<file path="config.mk">
export PLATFORM = sky130hd
export DESIGN_NAME = stg3ex_mc_flat
export DESIGN_NICKNAME = d
export VERILOG_FILES = /design/src/rtl/stg3ex_mc_pkg.sv /design/src/rtl/stg3ex_mc_if.sv /design/src/rtl/stg3ex_mc_mul_iter.sv /design/src/rtl/stg3ex_mc.sv /design/src/flat_wrapper.sv
export SDC_FILE = /design/constraint.sdc
export NUM_CORES = 2
export LEC_CHECK = 0
export CORE_ASPECT_RATIO = 1.2
export CORE_MARGIN = 2
export CORE_UTILIZATION = 45
export CTS_BUF_LIST = sky130_fd_sc_hd__clkbuf_2 sky130_fd_sc_hd__clkbuf_4 sky130_fd_sc_hd__clkbuf_8
export CTS_CLUSTER_SIZE = 30
export DETAILED_ROUTE_END_ITERATION = 16
export GPL_TIMING_DRIVEN = 0
export PLACE_DENSITY = 0.73
export SLEW_MARGIN = 10
export SYNTH_ARGS = -nofsm -noshare
export SYNTH_HDL_FRONTEND = slang
export SYNTH_SLANG_ARGS = --single-unit
</file>
<file path="constraint.sdc">
create_clock -name iw_clk -period 29.1 [get_ports iw_clk]
set_input_delay 4.365 -clock iw_clk [delete_from_list [all_inputs] [get_ports iw_clk]]
set_output_delay 4.365 -clock iw_clk [all_outputs]
set_load 0.005 [all_outputs]
</file>
<file path="src/rtl/stg3ex_mc_pkg.sv">
// Opcode encodings, FSM states and default widths for the stage-3 execute block.
package stg3ex_mc_pkg;
  localparam int DEF_DATA_W   = 24;
  localparam int DEF_ADDR_W   = 24;
  localparam int DEF_IMM_W    = 12;
  localparam int DEF_OPC_W    = 8;
  localparam int DEF_MUL_BITS = 4;

  // High nibble is the class: 0 R, 1 RS, 2 I, 3 IS, 4 S, 5 M.
  typedef enum logic [7:0] {
    OPC_MOV   = 8'h00, OPC_ADD   = 8'h01, OPC_SUB   = 8'h02, OPC_NOT   = 8'h03,
    OPC_AND   = 8'h04, OPC_OR    = 8'h05, OPC_XOR   = 8'h06, OPC_SHL   = 8'h07,
    OPC_SHR   = 8'h08,
    OPC_ADDS  = 8'h10, OPC_SUBS  = 8'h11, OPC_SHRS  = 8'h12,
    OPC_MOVI  = 8'h20, OPC_ADDI  = 8'h21, OPC_SUBI  = 8'h22, OPC_ANDI  = 8'h23,
    OPC_ORI   = 8'h24, OPC_XORI  = 8'h25, OPC_SHLI  = 8'h26, OPC_SHRI  = 8'h27,
    OPC_MOVIS = 8'h30, OPC_ADDIS = 8'h31, OPC_SUBIS = 8'h32, OPC_SHRIS = 8'h33,
    OPC_LUI   = 8'h40, OPC_SRMOV = 8'h41,
    OPC_MUL   = 8'h50, OPC_MULHU = 8'h51
  } opc_e;

  typedef enum logic {ST_IDLE = 1'b0, ST_BUSY = 1'b1} state_e;
endpackage

</file>
<file path="src/rtl/stg3ex_mc_if.sv">
// Decode-to-execute request bus plus the registered execute result.
interface stg3ex_mc_if import stg3ex_mc_pkg::*; #(
  parameter int DATA_W = DEF_DATA_W,
  parameter int ADDR_W = DEF_ADDR_W,
  parameter int IMM_W  = DEF_IMM_W,
  parameter int OPC_W  = DEF_OPC_W
);
  logic              iw_flush;
  logic              iw_valid;
  logic              ow_stall;
  logic [ADDR_W-1:0] iw_pc;
  logic [DATA_W-1:0] iw_instr;
  logic [OPC_W-1:0]  iw_opc;
  logic [IMM_W-1:0]  iw_imm_val;
  logic [DATA_W-1:0] iw_src_val;
  logic [DATA_W-1:0] iw_tgt_val;
  logic [DATA_W-1:0] iw_sr_val;
  logic              iw_src_is_pc;
  logic              ow_valid;
  logic [ADDR_W-1:0] ow_pc;
  logic [DATA_W-1:0] ow_instr;
  logic [DATA_W-1:0] ow_result;

  modport master (
    output iw_flush, iw_valid, iw_pc, iw_instr, iw_opc, iw_imm_val,
           iw_src_val, iw_tgt_val, iw_sr_val, iw_src_is_pc,
    input  ow_stall, ow_valid, ow_pc, ow_instr, ow_result
  );
  modport slave (
    input  iw_flush, iw_valid, iw_pc, iw_instr, iw_opc, iw_imm_val,
           iw_src_val, iw_tgt_val, iw_sr_val, iw_src_is_pc,
    output ow_stall, ow_valid, ow_pc, ow_instr, ow_result
  );
endinterface

</file>
<file path="src/rtl/stg3ex_mc_mul_iter.sv">
// Radix-2^MUL_BITS iterative unsigned multiplier; prod_o includes the current step's partial.
module stg3ex_mc_mul_iter #(
  parameter int DATA_W   = 24,
  parameter int MUL_BITS = 4
) (
  input  logic                clk,
  input  logic                rst,
  input  logic                start_i,
  input  logic                step_i,
  input  logic [DATA_W-1:0]   a_i,
  input  logic [DATA_W-1:0]   b_i,
  output logic                done_o,
  output logic [2*DATA_W-1:0] prod_o
);
  localparam int STEPS = DATA_W / MUL_BITS;
  localparam int CNT_W = (STEPS > 1) ? $clog2(STEPS) : 1;

  logic [2*DATA_W-1:0] acc_q, acc_d, mcand_q, mcand_d, partial;
  logic [DATA_W-1:0]   mplier_q, mplier_d;
  logic [CNT_W-1:0]    cnt_q, cnt_d;

  always_comb begin
    partial = '0;
    for (int i = 0; i < MUL_BITS; i++)
      if (mplier_q[i]) partial = partial + (mcand_q << i);
    acc_d    = acc_q;
    mcand_d  = mcand_q;
    mplier_d = mplier_q;
    cnt_d    = cnt_q;
    if (start_i) begin
      acc_d    = '0;
      mcand_d  = {{DATA_W{1'b0}}, a_i};
      mplier_d = b_i;
      cnt_d    = CNT_W'(STEPS - 1);
    end else if (step_i) begin
      acc_d    = acc_q + partial;
      mcand_d  = mcand_q << MUL_BITS;
      mplier_d = mplier_q >> MUL_BITS;
      cnt_d    = cnt_q - CNT_W'(1);
    end
  end

  always_ff @(posedge clk or posedge rst) begin
    if (rst) begin
      acc_q    <= '0;
      mcand_q  <= '0;
      mplier_q <= '0;
      cnt_q    <= '0;
    end else begin
      acc_q    <= acc_d;
      mcand_q  <= mcand_d;
      mplier_q <= mplier_d;
      cnt_q    <= cnt_d;
    end
  end

  assign done_o = (cnt_q == '0);
  assign prod_o = acc_q + partial;
endmodule

</file>
<file path="src/rtl/stg3ex_mc.sv">
// Execute stage: single-cycle ALU, upper-immediate register, iterative MUL with upstream stall.
module stg3ex_mc import stg3ex_mc_pkg::*; #(
  parameter int DATA_W   = DEF_DATA_W,
  parameter int ADDR_W   = DEF_ADDR_W,
  parameter int IMM_W    = DEF_IMM_W,
  parameter int OPC_W    = DEF_OPC_W,
  parameter int MUL_BITS = DEF_MUL_BITS
) (
  input logic         iw_clk,
  input logic         iw_rst,
  stg3ex_mc_if.slave  bus
);
  localparam int SH_W = $clog2(DATA_W);
  localparam int UI_W = DATA_W - IMM_W;

  state_e            state_q, state_d;
  logic [UI_W-1:0]   r_ui_q, r_ui_d;
  logic              vld_q, vld_d, mhi_q;
  logic [ADDR_W-1:0] pc_q, pc_d, mpc_q;
  logic [DATA_W-1:0] instr_q, instr_d, res_q, res_d, minstr_q;
  logic [DATA_W-1:0] s, t, u, x, alu_res;
  logic [SH_W-1:0]   sh_s, sh_i;
  logic              busy, is_mul, ui_load, ui_clr, mul_start, mul_done;
  logic [2*DATA_W-1:0] prod;
  opc_e              opc;

  assign opc    = opc_e'(8'(bus.iw_opc));
  assign s      = bus.iw_src_val;
  assign t      = bus.iw_tgt_val;
  assign u      = {r_ui_q, bus.iw_imm_val};
  assign x      = {{UI_W{bus.iw_imm_val[IMM_W-1]}}, bus.iw_imm_val};
  assign sh_s   = s[SH_W-1:0];
  assign sh_i   = bus.iw_imm_val[SH_W-1:0];
  assign busy   = (state_q == ST_BUSY);
  assign is_mul = (opc == OPC_MUL) || (opc == OPC_MULHU);

  // Shifts by >= DATA_W fall out of the language semantics: zero, or sign fill for >>>.
  always_comb begin
    alu_res = '0;
    ui_load = 1'b0;
    ui_clr  = 1'b0;
    case (opc)
      OPC_MOV:            alu_res = s;
      OPC_ADD, OPC_ADDS:  alu_res = s + t;
      OPC_SUB, OPC_SUBS:  alu_res = s - t;
      OPC_NOT:            alu_res = ~t;
      OPC_AND:            alu_res = s & t;
      OPC_OR:             alu_res = s | t;
      OPC_XOR:            alu_res = s ^ t;
      OPC_SHL:            alu_res = t << sh_s;
      OPC_SHR:            alu_res = t >> sh_s;
      OPC_SHRS:           alu_res = $unsigned($signed(t) >>> sh_s);
      OPC_MOVI:  begin alu_res = u;     ui_clr = 1'b1; end
      OPC_ADDI:  begin alu_res = s + u; ui_clr = 1'b1; end
      OPC_SUBI:  begin alu_res = s - u; ui_clr = 1'b1; end
      OPC_ANDI:  begin alu_res = s & u; ui_clr = 1'b1; end
      OPC_ORI:   begin alu_res = s | u; ui_clr = 1'b1; end
      OPC_XORI:  begin alu_res = s ^ u; ui_clr = 1'b1; end
      OPC_SHLI:           alu_res = s << sh_i;
      OPC_SHRI:           alu_res = s >> sh_i;
      OPC_MOVIS:          alu_res = x;
      OPC_ADDIS:          alu_res = s + x;
      OPC_SUBIS:          alu_res = s - x;
      OPC_SHRIS:          alu_res = $unsigned($signed(s) >>> sh_i);
      OPC_LUI:            ui_load = 1'b1;
      OPC_SRMOV:          alu_res = bus.iw_src_is_pc ? DATA_W'(bus.iw_pc) : bus.iw_sr_val;
      default:            alu_res = '0;
    endcase
  end

  always_comb begin
    state_d   = state_q;
    r_ui_d    = r_ui_q;
    vld_d     = 1'b0;
    pc_d      = pc_q;
    instr_d   = instr_q;
    res_d     = res_q;
    mul_start = 1'b0;
    if (bus.iw_flush) begin
      state_d = ST_IDLE;
      r_ui_d  = '0;
    end else if (busy) begin
      if (mul_done) begin
        state_d = ST_IDLE;
        vld_d   = 1'b1;
        pc_d    = mpc_q;
        instr_d = minstr_q;
        res_d   = mhi_q ? prod[2*DATA_W-1:DATA_W] : prod[DATA_W-1:0];
      end
    end else if (bus.iw_valid) begin
      if (is_mul) begin
        mul_start = 1'b1;
        state_d   = ST_BUSY;
      end else begin
        vld_d   = 1'b1;
        pc_d    = bus.iw_pc;
        instr_d = bus.iw_instr;
        res_d   = alu_res;
        if (ui_load)     r_ui_d = UI_W'(bus.iw_imm_val);
        else if (ui_clr) r_ui_d = '0;
      end
    end
  end

  always_ff @(posedge iw_clk or posedge iw_rst) begin
    if (iw_rst) begin
      state_q <= ST_IDLE;
      r_ui_q  <= '0;
      vld_q   <= 1'b0;
      pc_q    <= '0;
      instr_q <= '0;
      res_q   <= '0;
    end else begin
      state_q <= state_d;
      r_ui_q  <= r_ui_d;
      vld_q   <= vld_d;
      pc_q    <= pc_d;
      instr_q <= instr_d;
      res_q   <= res_d;
    end
  end

  always_ff @(posedge iw_clk or posedge iw_rst) begin
    if (iw_rst) begin
      mpc_q    <= '0;
      minstr_q <= '0;
      mhi_q    <= 1'b0;
    end else if (mul_start) begin
      mpc_q    <= bus.iw_pc;
      minstr_q <= bus.iw_instr;
      mhi_q    <= (opc == OPC_MULHU);
    end
  end

  stg3ex_mc_mul_iter #(.DATA_W(DATA_W), .MUL_BITS(MUL_BITS)) u_mul (
    .clk     (iw_clk),
    .rst     (iw_rst),
    .start_i (mul_start),
    .step_i  (busy),
    .a_i     (s),
    .b_i     (t),
    .done_o  (mul_done),
    .prod_o  (prod)
  );

  assign bus.ow_stall  = busy;
  assign bus.ow_valid  = vld_q;
  assign bus.ow_pc     = pc_q;
  assign bus.ow_instr  = instr_q;
  assign bus.ow_result = res_q;
endmodule

</file>
<file path="src/flat_wrapper.sv">
// flat-port wrapper written by rule: the top's interface ports become plain ports
module stg3ex_mc_flat import stg3ex_mc_pkg::*;
#(
  parameter int DATA_W   = DEF_DATA_W,
  parameter int ADDR_W   = DEF_ADDR_W,
  parameter int IMM_W    = DEF_IMM_W,
  parameter int OPC_W    = DEF_OPC_W,
  parameter int MUL_BITS = DEF_MUL_BITS
)
  (iw_clk, iw_rst, bus_iw_flush, bus_iw_valid, bus_iw_pc, bus_iw_instr, bus_iw_opc, bus_iw_imm_val, bus_iw_src_val, bus_iw_tgt_val, bus_iw_sr_val, bus_iw_src_is_pc, bus_ow_stall, bus_ow_valid, bus_ow_pc, bus_ow_instr, bus_ow_result);
  stg3ex_mc_if #(.DATA_W(DATA_W), .ADDR_W(ADDR_W), .IMM_W(IMM_W), .OPC_W(OPC_W)) bus_i ();
  input logic iw_clk;
  input logic iw_rst;
  input wire logic [$bits(bus_i.iw_flush)-1:0] bus_iw_flush;
  input wire logic [$bits(bus_i.iw_valid)-1:0] bus_iw_valid;
  input wire logic [$bits(bus_i.iw_pc)-1:0] bus_iw_pc;
  input wire logic [$bits(bus_i.iw_instr)-1:0] bus_iw_instr;
  input wire logic [$bits(bus_i.iw_opc)-1:0] bus_iw_opc;
  input wire logic [$bits(bus_i.iw_imm_val)-1:0] bus_iw_imm_val;
  input wire logic [$bits(bus_i.iw_src_val)-1:0] bus_iw_src_val;
  input wire logic [$bits(bus_i.iw_tgt_val)-1:0] bus_iw_tgt_val;
  input wire logic [$bits(bus_i.iw_sr_val)-1:0] bus_iw_sr_val;
  input wire logic [$bits(bus_i.iw_src_is_pc)-1:0] bus_iw_src_is_pc;
  output wire logic [$bits(bus_i.ow_stall)-1:0] bus_ow_stall;
  output wire logic [$bits(bus_i.ow_valid)-1:0] bus_ow_valid;
  output wire logic [$bits(bus_i.ow_pc)-1:0] bus_ow_pc;
  output wire logic [$bits(bus_i.ow_instr)-1:0] bus_ow_instr;
  output wire logic [$bits(bus_i.ow_result)-1:0] bus_ow_result;
  assign bus_i.iw_flush = bus_iw_flush;
  assign bus_i.iw_valid = bus_iw_valid;
  assign bus_i.iw_pc = bus_iw_pc;
  assign bus_i.iw_instr = bus_iw_instr;
  assign bus_i.iw_opc = bus_iw_opc;
  assign bus_i.iw_imm_val = bus_iw_imm_val;
  assign bus_i.iw_src_val = bus_iw_src_val;
  assign bus_i.iw_tgt_val = bus_iw_tgt_val;
  assign bus_i.iw_sr_val = bus_iw_sr_val;
  assign bus_i.iw_src_is_pc = bus_iw_src_is_pc;
  assign bus_ow_stall = bus_i.ow_stall;
  assign bus_ow_valid = bus_i.ow_valid;
  assign bus_ow_pc = bus_i.ow_pc;
  assign bus_ow_instr = bus_i.ow_instr;
  assign bus_ow_result = bus_i.ow_result;
  stg3ex_mc #(.DATA_W(DATA_W), .ADDR_W(ADDR_W), .IMM_W(IMM_W), .OPC_W(OPC_W), .MUL_BITS(MUL_BITS)) u_core (.iw_clk(iw_clk), .iw_rst(iw_rst), .bus(bus_i));
endmodule
</file>
Figure 1. Floorplan with the power grid.
Pins as bars on the die edge.
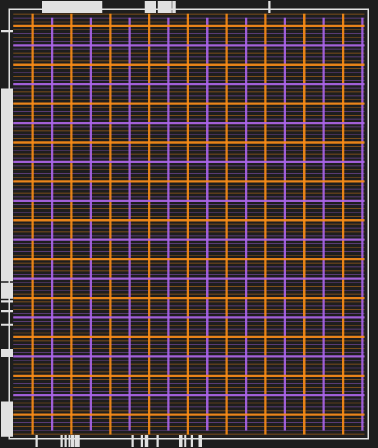
legend:
  orange:
    net: VSS
  purple:
    net: VDD
met4 straps: 18
signal pins: 219
met5 straps: 21
die width: 250.2 um
peak supply drop: 58.77 uV
CORE AREA: 72160 um2
die height: 299.4 um

Figure 2. Met1 routing.
Supply wires on this layer in grey.
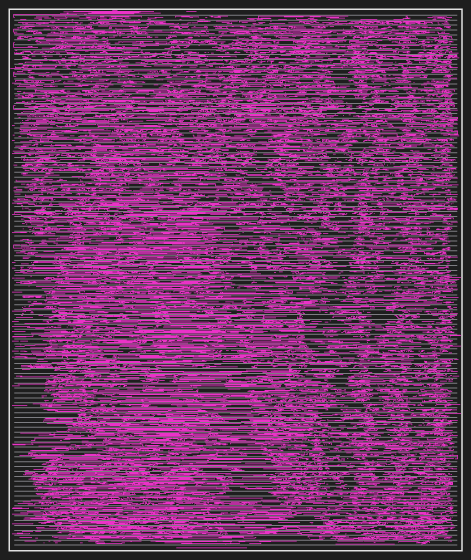
wire length on this layer: 65.7 mm
nets with wire on the layer: 4897
share of all routed wire: 36%
main direction: horizontal
longest straight run: 106 um
Vias: 38420
M1 GR Usage: 53.52%
Final Routed Wirelength: 181400 um

synthesized netlist by cell type, types with 37 or more instances:
cell type,count
nand2_1,751
o21ai_0,446
a21oi_1,376
nor2_1,355
clkbuf_1,272
dfrtp_1,258
mux2i_1,222
ha_1,216
a21o_1,130
xnor2_1,128
inv_1,114
nand3_1,87
nor3_1,85
xor2_1,85
mux2_2,78
nand2b_1,59
a211oi_1,57
o22ai_1,54
a31oi_1,41
a22oi_1,39
and2_1,38
buf_1,37
state kept, by name, summed over array words and instances (netlist names):
name                   cells
u_core.bus.ow_valid        1
u_core.mhi_q               1
u_core.u_mul.mplier_q     24
u_core.r_ui_q             12
u_core.u_mul.mcand_q      48
u_core.bus.ow_result      24
u_core.bus.ow_pc          24
u_core.u_mul.cnt_q         3
u_core.u_mul.acc_q        48
u_core.bus.ow_instr       24
u_core.mpc_q              24
u_core.bus.ow_stall        1
u_core.minstr_q           24
layout make-up:
class                   count  area [um2]  share of cell area [%]
multi-input cells        3840       24630                   66.37
flip-flops and latches    258        6456                   17.40
repair buffers            214        2172                   5.853
plain buffers             323        1241                   3.344
well taps                 935        1170                   3.152
clock buffers              65       832.0                   2.242
inverters                 118       450.4                   1.214
clock inverters            14       146.4                  0.3945
diodes                      5       12.51                 0.03371
metrics by stage:
stage                     utilization [%]  worst slack [ns]
final                               51.43             14.49
after floorplan                         -             17.64
after CTS                           51.41             15.07
after global placement              49.87             14.15
after detailed placement            50.05             15.13
after global routing                51.42             14.20
report_power, final:
part	switching (W)	leakage, nW	internal [W]
Combinational	0.00159	12.5	0.000931
Clock	0.000176	0.515	0.000204
Sequential	0.0000715	3.24	0.000423
worst min-delay path: cells and delay by family, from the launching register on:
kind          cells  cell delay [ns]
flops             1             0.34
simple gates      2             0.10
how the worst max path moves through the flow:
| stage | start | end | slack, ns | depth (start not counted) |
|---|---|---|---|---|
| after floorplan | iw_rst | u_core.bus.ow_instr[0]$_DFFE_PP0P_ | 17.64 | 1 |
| after detailed placement | u_core.u_mul.mplier_q[0]$_DFFE_PP0P_ | u_core.bus.ow_result[23]$_DFFE_PP0P_ | 15.13 | 43 |
| after global routing | u_core.u_mul.mplier_q[0]$_DFFE_PP0P_ | u_core.bus.ow_result[23]$_DFFE_PP0P_ | 14.20 | 43 |
| final | u_core.u_mul.mplier_q[0]$_DFFE_PP0P_ | u_core.bus.ow_result[23]$_DFFE_PP0P_ | 14.49 | 43 |
| after global placement | iw_rst | u_core.mpc_q[0]$_DFFE_PP0P_ | 14.15 | 2 |
| after CTS | u_core.u_mul.mplier_q[0]$_DFFE_PP0P_ | u_core.bus.ow_result[23]$_DFFE_PP0P_ | 15.07 | 43 |
cell families after synthesis:
group,after synthesis
buffers and inverters,441
flip-flops,258
AND/OR/NAND/NOR,1580
AND-OR/OR-AND,1513
multiplexers,310
adder cells (fa/ha/maj),223
XOR/XNOR,214
routing by layer:
layer  vias to the layer above  track usage (%)  wire length, um
met5                         -           0.3810               35
met4                         6            42.87            19990
met3                       767            11.08            16540
met2                      2372            73.88            79190
met1                     18270            53.52            65690
li1                      17000                -                -
==> summary.txt <==
impl run done, here's what came out: CTS tree=built, hold bufs inserted after CTS=0, Avg WL per Cell=31.44 um, most common logic cells in the final layout=751 x nand2_1, 446 x o21ai_0, 376 x a21oi_1, final-report max-slew violation count=0, DRC Markers=0, Layout Skew=slightly above 0.04 ns, vias per cell=approximately 6.7, simple share=a little over a fifth, Inst Count DP=about 5700, post-synth top area cell=dfrtp_1, Setup CP Type=flip-flop to flip-flop, nets=roughly 5200, Worst Max-Slew Pin Slew=1.323 ns, FFs w/ async S/R, synth=100.0%, Setup crit end kind=flip-flop, Clock Tree Root=clkbuf_8, Synth-to-Final Area Change=13.40%, initial drt markers=~4400, first-pass GRT wire length=about 260000 um, RSZ-0062 raised after global routing=false, kind of start point of the critical path=flip-flop, critical path's slowest cell=a2111oi_0, cell mode on critical path=clkbuf_1, gpl congestion=1.079, Tool Warnings=around 48, crit path time final=14.61 ns, Yosys chip area=approximately 33000 um2, area fraction in xor and xnor cells=around 5.8%, Post-synth seq share=~20%, clk slew on worst S/H paths=about 0.06 ns, # fillers=between 7000 and 8000, final worst-path cycle share=around 50%, global route overflow=0, setup TNS=0 ns, mean area per synthesized cell=about 7 um2, post-CTS setup buffers=0, Post-synth EDFFs=0, via count of the first global-routing pass=37300, aoi share=between 20% and 30%, first drt pass iteration count=8, gate count of the mapped netlist=between 4000 and 5000, status=finished clean, Arr. time, crit path=approximately 15 ns, Rows=approximately 110, Hold Vio Cnt, Final=0, FP Core Util=a little under half, Main logic family=AND-OR/OR-AND gates, CTS Sinks=roughly 260, Syn. warnings=0, Slew HR=approximately an eighth, Routed Antenna Nets=0, Leakage=about 16 nW, # Cells Yosys=around 4500, Worst path max stage delay=0.92 ns, biggest area cells=dfrtp_1 20%, nand2_1 8.6%, ha_1 8.3%, ratio of cells with drive above 1 in the final layout=~5%, r2r startpoint=u_core.u_mul.mplier_q[0]$_DFFE_PP0P_, HPWL after DPL=~150000 um, Longest Clk Path Bufs=3, post-cts gate resize count=0, Buf+Inv Stages, Crit Path=7, Worst Hold Path EP=u_core.mpc_q[16]$_DFFE_PP0P_
Power figures rest on the tool's default switching activity, not on a simulated workload.
